<file path="config.mk">
export PLATFORM = sky130hd
export DESIGN_NAME = buzzer_arbiter_flat
export DESIGN_NICKNAME = d
export VERILOG_FILES = /design/src/rtl/buzzer_arbiter_if.sv /design/src/rtl/buzzer_arbiter.sv /design/src/flat_wrapper.sv
export SDC_FILE = /design/constraint.sdc
export NUM_CORES = 1
export LEC_CHECK = 0
export CORE_ASPECT_RATIO = 1.1
export CORE_UTILIZATION = 40
export DETAILED_ROUTE_END_ITERATION = 8
export SETUP_SLACK_MARGIN = 0.2
export SYNTH_ARGS = -nofsm -noshare
export SYNTH_HDL_FRONTEND = slang
export SYNTH_SLANG_ARGS = --single-unit
</file>
<file path="constraint.sdc">
create_clock -name sys_clk -period 2.89 [get_ports sys_clk]
set_clock_uncertainty 0.15 [all_clocks]
set_input_delay 0.4335 -clock sys_clk [delete_from_list [all_inputs] [get_ports sys_clk]]
set_output_delay 0.4335 -clock sys_clk [all_outputs]
set_load 0.02 [all_outputs]
</file>
<file path="src/rtl/buzzer_arbiter_if.sv">
// rtl/buzzer_arbiter_if.sv - tone-source side bundle of the buzzer arbiter
// Requests and half-periods flow in; grant, busy and the square wave flow out.
interface buzzer_arbiter_if #(
  parameter int NUM_REQ = 3,
  parameter int HP_W    = 16
);
  logic [NUM_REQ-1:0]      req;
  logic [NUM_REQ*HP_W-1:0] half_period;
  logic [NUM_REQ-1:0]      gnt;
  logic                    busy;
  logic                    speaker;
  logic                    buzzer;

  modport master (output req, half_period, input gnt, busy, speaker, buzzer);
  modport slave  (input req, half_period, output gnt, busy, speaker, buzzer);
endinterface

</file>
<file path="src/rtl/buzzer_arbiter.sv">
// rtl/buzzer_arbiter.sv - fixed-priority buzzer sharing with silent gap and square-wave generation
// Optional BUZZ_PREEMPT_EN: a higher-priority request releases the current owner.
module buzzer_arbiter #(
  parameter int NUM_REQ    = 3,
  parameter int HP_W       = 16,
  parameter int GAP_CYCLES = 50000
) (
  input  logic              sys_clk,
  input  logic              rst_n,
  buzzer_arbiter_if.slave   bus
);
  localparam int IW     = $clog2(NUM_REQ);
  localparam int GW_RAW = $clog2(GAP_CYCLES + 1);
  localparam int GW     = (GW_RAW < 1) ? 1 : GW_RAW;
  localparam logic [GW-1:0] GAP_LAST = GW'((GAP_CYCLES > 0) ? GAP_CYCLES - 1 : 0);

  localparam logic [1:0] S_IDLE = 2'd0;
  localparam logic [1:0] S_PLAY = 2'd1;
  localparam logic [1:0] S_GAP  = 2'd2;

  logic [1:0]         state_q, state_d;
  logic [NUM_REQ-1:0] gnt_q, gnt_d;
  logic [IW-1:0]      idx_q, idx_d;
  logic               speaker_q, speaker_d;
  logic [HP_W-1:0]    cnt_q, cnt_d;
  logic [HP_W-1:0]    hp_q, hp_d;
  logic [GW-1:0]      gap_q, gap_d;

  logic [IW-1:0]      win_idx;
  logic [HP_W-1:0]    win_hp;
  logic [HP_W-1:0]    own_hp;
  logic               hi_req;

  always_comb begin
    win_idx = '0;
    for (int i = NUM_REQ - 1; i >= 0; i--) begin
      if (bus.req[i]) win_idx = IW'(i);
    end
    win_hp = bus.half_period[win_idx*HP_W +: HP_W];
    own_hp = bus.half_period[idx_q*HP_W +: HP_W];
    hi_req = 1'b0;
`ifdef BUZZ_PREEMPT_EN
    for (int j = 0; j < NUM_REQ; j++) begin
      if (j < int'(idx_q) && bus.req[j]) hi_req = 1'b1;
    end
`endif
  end

  always_comb begin
    state_d   = state_q;
    gnt_d     = gnt_q;
    idx_d     = idx_q;
    speaker_d = speaker_q;
    cnt_d     = cnt_q;
    hp_d      = hp_q;
    gap_d     = gap_q;
    case (state_q)
      S_IDLE: begin
        if (|bus.req) begin
          gnt_d     = NUM_REQ'(1) << win_idx;
          idx_d     = win_idx;
          hp_d      = win_hp;
          cnt_d     = '0;
          speaker_d = 1'b0;
          state_d   = S_PLAY;
        end
      end
      S_PLAY: begin
        // Release outranks any tone edge due in the same cycle.
        if (!bus.req[idx_q] || hi_req) begin
          gnt_d     = '0;
          speaker_d = 1'b0;
          cnt_d     = '0;
          gap_d     = '0;
          state_d   = (GAP_CYCLES > 0) ? S_GAP : S_IDLE;
        end else if (hp_q == '0) begin
          speaker_d = 1'b0;
          cnt_d     = '0;
          hp_d      = own_hp;
        end else if (cnt_q == hp_q - HP_W'(1)) begin
          // New half-period only taken at a toggle, so note changes never glitch.
          speaker_d = ~speaker_q;
          cnt_d     = '0;
          hp_d      = own_hp;
        end else begin
          cnt_d = cnt_q + HP_W'(1);
        end
      end
      S_GAP: begin
        if (gap_q == GAP_LAST) begin
          gap_d   = '0;
          state_d = S_IDLE;
        end else begin
          gap_d = gap_q + GW'(1);
        end
      end
      default: state_d = S_IDLE;
    endcase
  end

  always_ff @(posedge sys_clk or negedge rst_n) begin
    if (!rst_n) begin
      state_q   <= S_IDLE;
      gnt_q     <= '0;
      idx_q     <= '0;
      speaker_q <= 1'b0;
      cnt_q     <= '0;
      hp_q      <= '0;
      gap_q     <= '0;
    end else begin
      state_q   <= state_d;
      gnt_q     <= gnt_d;
      idx_q     <= idx_d;
      speaker_q <= speaker_d;
      cnt_q     <= cnt_d;
      hp_q      <= hp_d;
      gap_q     <= gap_d;
    end
  end

  assign bus.gnt     = gnt_q;
  assign bus.busy    = (state_q != S_IDLE);
  assign bus.speaker = speaker_q;
  assign bus.buzzer  = speaker_q;
endmodule
</file>
<file path="src/flat_wrapper.sv">
// flat-port wrapper written by rule: the top's interface ports become plain ports
module buzzer_arbiter_flat 
#(
  parameter int NUM_REQ    = 3,
  parameter int HP_W       = 16,
  parameter int GAP_CYCLES = 50000
)
  (sys_clk, rst_n, bus_req, bus_half_period, bus_gnt, bus_busy, bus_speaker, bus_buzzer);
  buzzer_arbiter_if #(.NUM_REQ(NUM_REQ), .HP_W(HP_W)) bus_i ();
  input  logic sys_clk;
  input  logic rst_n;
  input wire logic [$bits(bus_i.req)-1:0] bus_req;
  input wire logic [$bits(bus_i.half_period)-1:0] bus_half_period;
  output wire logic [$bits(bus_i.gnt)-1:0] bus_gnt;
  output wire logic [$bits(bus_i.busy)-1:0] bus_busy;
  output wire logic [$bits(bus_i.speaker)-1:0] bus_speaker;
  output wire logic [$bits(bus_i.buzzer)-1:0] bus_buzzer;
  assign bus_i.req = bus_req;
  assign bus_i.half_period = bus_half_period;
  assign bus_gnt = bus_i.gnt;
  assign bus_busy = bus_i.busy;
  assign bus_speaker = bus_i.speaker;
  assign bus_buzzer = bus_i.buzzer;
  buzzer_arbiter #(.NUM_REQ(NUM_REQ), .HP_W(HP_W), .GAP_CYCLES(GAP_CYCLES)) u_core (.sys_clk(sys_clk), .rst_n(rst_n), .bus(bus_i));
endmodule
</file>
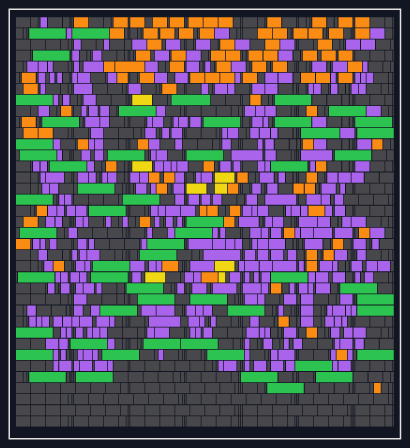
class_map.png
Fill, decap, tap and diode cells in gray.
legend:
  clock drivers and dummy loads:
    color: yellow
    cells: 8
    share_of_their_area: 2.0%
  remaining logic cells:
    color: purple
    cells: 367
    share_of_their_area: 51%
  registers:
    color: green
    cells: 56
    share_of_their_area: 29%
  remaining buffers and delay cells:
    color: orange
    cells: 99
    share_of_their_area: 19%

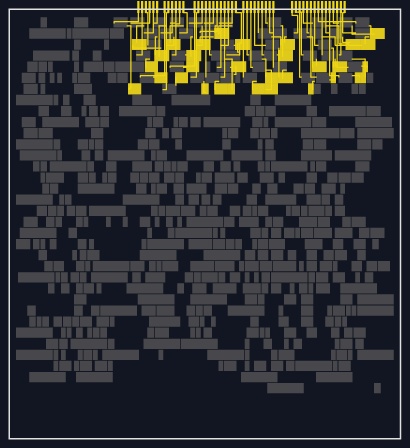
port_trees.png
legend:
  bus_half_period:
    color: yellow
    bits: 48
    direction: input
    edge: top
    end_cells: 32
    buffers: 48
    wire: 752 um

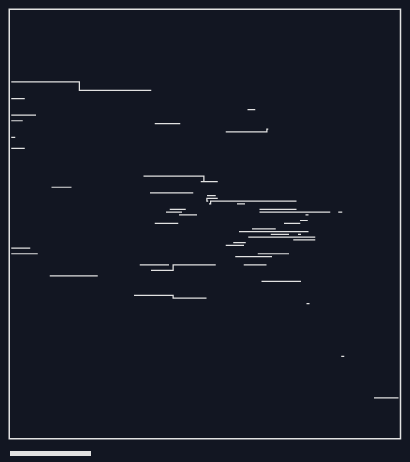
m3.png
Scale bar: 20 um.
share of all routed wire: 3.3%
main direction: horizontal
nets with wire on the layer: 37

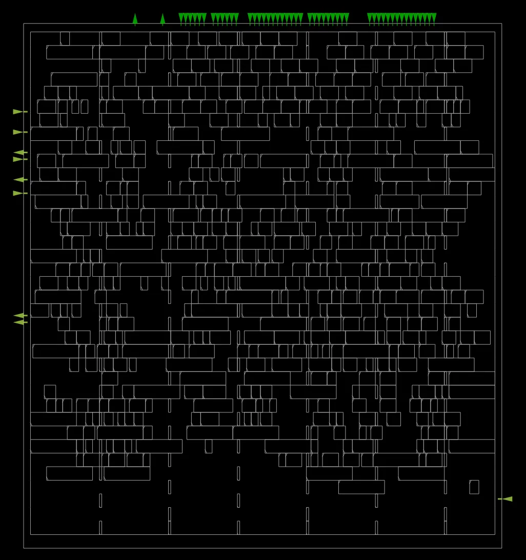
placed.png
sequential share of cell area: 27.9%
Tap Cells: 117
fill count: 906

power by group:
group	total [uW]	switching [uW]	internal [uW]	leakage, uW
sequential	1170	223	945	0.000728
combinational	2130	1160	971	0.00133
clock	467	270	197	0.0000516
total	3770	1650	2110	0.00211
cells by family (layout without fill, tap and decap cells):
kind of cell    after synthesis  count (layout)
fa+ha+maj                     3               3
mux                          23              23
xor+xnor                     32              32
buf+inv                      37             117
compound gates              107             107
simple gates                192             192
flops                        56              56
final cells by class:
cell class	instances	area share, %
Clock inverter	2	0.274
Inverter	10	0.747
Tap cell	117	2.91
Sequential cell	56	27.9
Multi-Input combinational cell	357	48.5
Timing Repair Buffer	99	18.0
Clock buffer	6	1.64
==> changes_impl.md <==
### Metrics

- Overall routed net length: 10,200 um
- Most common library cells after synthesis: 56 x dfrtp_1, 55 x nand2_1, 35 x nor2_1
- Total setup buffers inserted after CTS: 0
- Largest net degree at the start of global routing: 35
- Cell area after synthesis: 0.00386 mm2
- Post-synth seq share: 36.3%
- Worst skew pair latency: 310 ps
- Post-Synth Simple-Gate Area: 25.7%
- Critical path's largest stage delay: 420 ps
- Vias in the first global route: 3,487
- Final WS setup: 223 ps
- CTS tree: built
- Yosys Instances: 450
- Row cnt: 37
- Placed cell areas: 0.00473 mm2
- VDD IR max: 0.456 mV
- H-Tree Depth: 2
- Synth Warn #: 0
- 1st-iter DRT viols: 192
- Worst EP arrival: 2720 ps
- Root Buffer: clkbuf_8
- Final instance area: 0.00503 mm2
- Post-Place Setup Slack: 86.5 ps
- Synth mux share: 6.06%
- Crit path launch: u_core.hp_q[0]$_DFFE_PN0P_
- Routed length per instance: 15.8 um
- Fp util: 41.3%
- Register Area: 0.00140 mm2
- CP Depth: 10
- Compound Share, Synth: 19.6%
- Gate Count Post-Synth: 450
- Worst min-delay path class: primary input to asynchronous set/reset pin
- Dpl hpwl: 7550 um
- Setup repair after global routing missed its margin: true
- Reg2reg start: u_core.hp_q[0]$_DFFE_PN0P_
- DR DRC count: 0
- CP max FO: 5
- Die Span Y: 105 um
- Type of the worst setup path: flop to flop
- Post-CTS Resized: 5
- Die footprint: 0.0101 mm2
- Area leader, netlist: dfrtp_1
- Syn Area/Cell: 8.58 um2
- Total grt overflow: 0
- Post-Syn Nets: 506
- Top logic family: simple AND/OR/NAND/NOR gates
- Power density cells: 750 mW/mm2
- Antenna Cells: 0
- Slew Viols, Final: 0
- Setup crit end: u_core.hp_q[12]$_DFFE_PN0P_
- Max-cap violations: 0
- CTS Buf Count: 5
- Critical Path RT: 2940 ps
- Worst Tran Pin Value: 792 ps
- Largest regs: u_core.cnt_q: 16 flops, u_core.gap_q: 16 flops, u_core.hp_q: 16 flops
- Count of different cell masters after synthesis: 55
- Layout Nets: 585
- Fin crit share: 92.3%
- Tool Warnings: 28
- Main synth FF type: dfrtp_1
- Asr flop ratio synth: 100%
- First drt pass iteration count: 4
- Fin util: 53.7%
- Routed length on met3: 337 um
- Final Hold Vio Count: 0
- Core area: 0.00935 mm2
- Worst path bufs/invs: 2
- Clock Sinks: 56
- Setup TNS Final: 0 ps
- Adder Share, Synth: 0.972%
- Finished Layout Cells: 647
- Busiest grt layer: met2
- Area leader share: 36.3%
- Top Metal Used: met4
- CP endpoint kind: flop
- Logic area: 0.00244 mm2
- Tmin final: 2670 ps
- CP top delay family: simple AND/OR/NAND/NOR gates
- Standby leakage power: 0.00211 uW
- M1 WL: 4580 um
- Clk slew on worst S/H paths: 110 ps
- # setup viols final: 0
- Vias per cell: 5.62
- Dpl cells: 631
- Met2 WL post-DR: 5140 um
- Slew HR: 47.2%
- Register-to-register setup slack: 220 ps
- Top Ports: 59
- Met3 Usage GRT: 2.98%
- Most instantiated logic cells after routing: 57 x clkdlybuf4s50_1, 55 x nand2_1, 54 x dfrtp_1, 36 x buf_4, 30 x nor2_1
- Die width: 95.7 um
- Cell with the most instances after synthesis: dfrtp_1
- R2r worst-path depth: 10
- Vias: 3,637
- Ys flops: 56
- Commonest Layout Cell: clkdlybuf4s50_1
- GPL Wtd Cong: 0.862
- Hold-fix buffers at CTS: 0
- First-pass GRT wire length: 16,500 um
- Grt met2 use: 34.2%
- Number of flops mapped to enable cells by yosys: 0
- Detail Route Antenna Nets: 0
- M1 GR Usage: 27.7%
- Top cells, area: dfrtp_1 36%, mux2i_1 5.7%, nand2_1 5.3%
- Total power: 3770 uW
- Worst setup SP type: flop
- Reg2reg end: u_core.hp_q[12]$_DFFE_PN0P_
- Yosys Chip Area: 0.00386 mm2
- Layout cell share with drive strength beyond 1: 15.8%
- Syn-to-layout area delta: 30.2%
- Worst path slowest cell: or3_4
- Hold_ws: 41.5 ps
- XOR-XNOR Cells, Area Fraction: 7.26%
- Initial antenna violation count: 0
- Status: completed
- Max Fclk: 0.375 GHz
- Overall Global Routing Usage: 20.4%
- Clock Path Buffers: 2
- Cells along the critical path: inv_2, ha_4, nor2b_4, a31oi_1, or3_4, nor4_4, buf_4, o2111ai_1, a21o_1, a32o_1
- IO buf count: 58
Power is estimated from default activity; no workload was simulated.
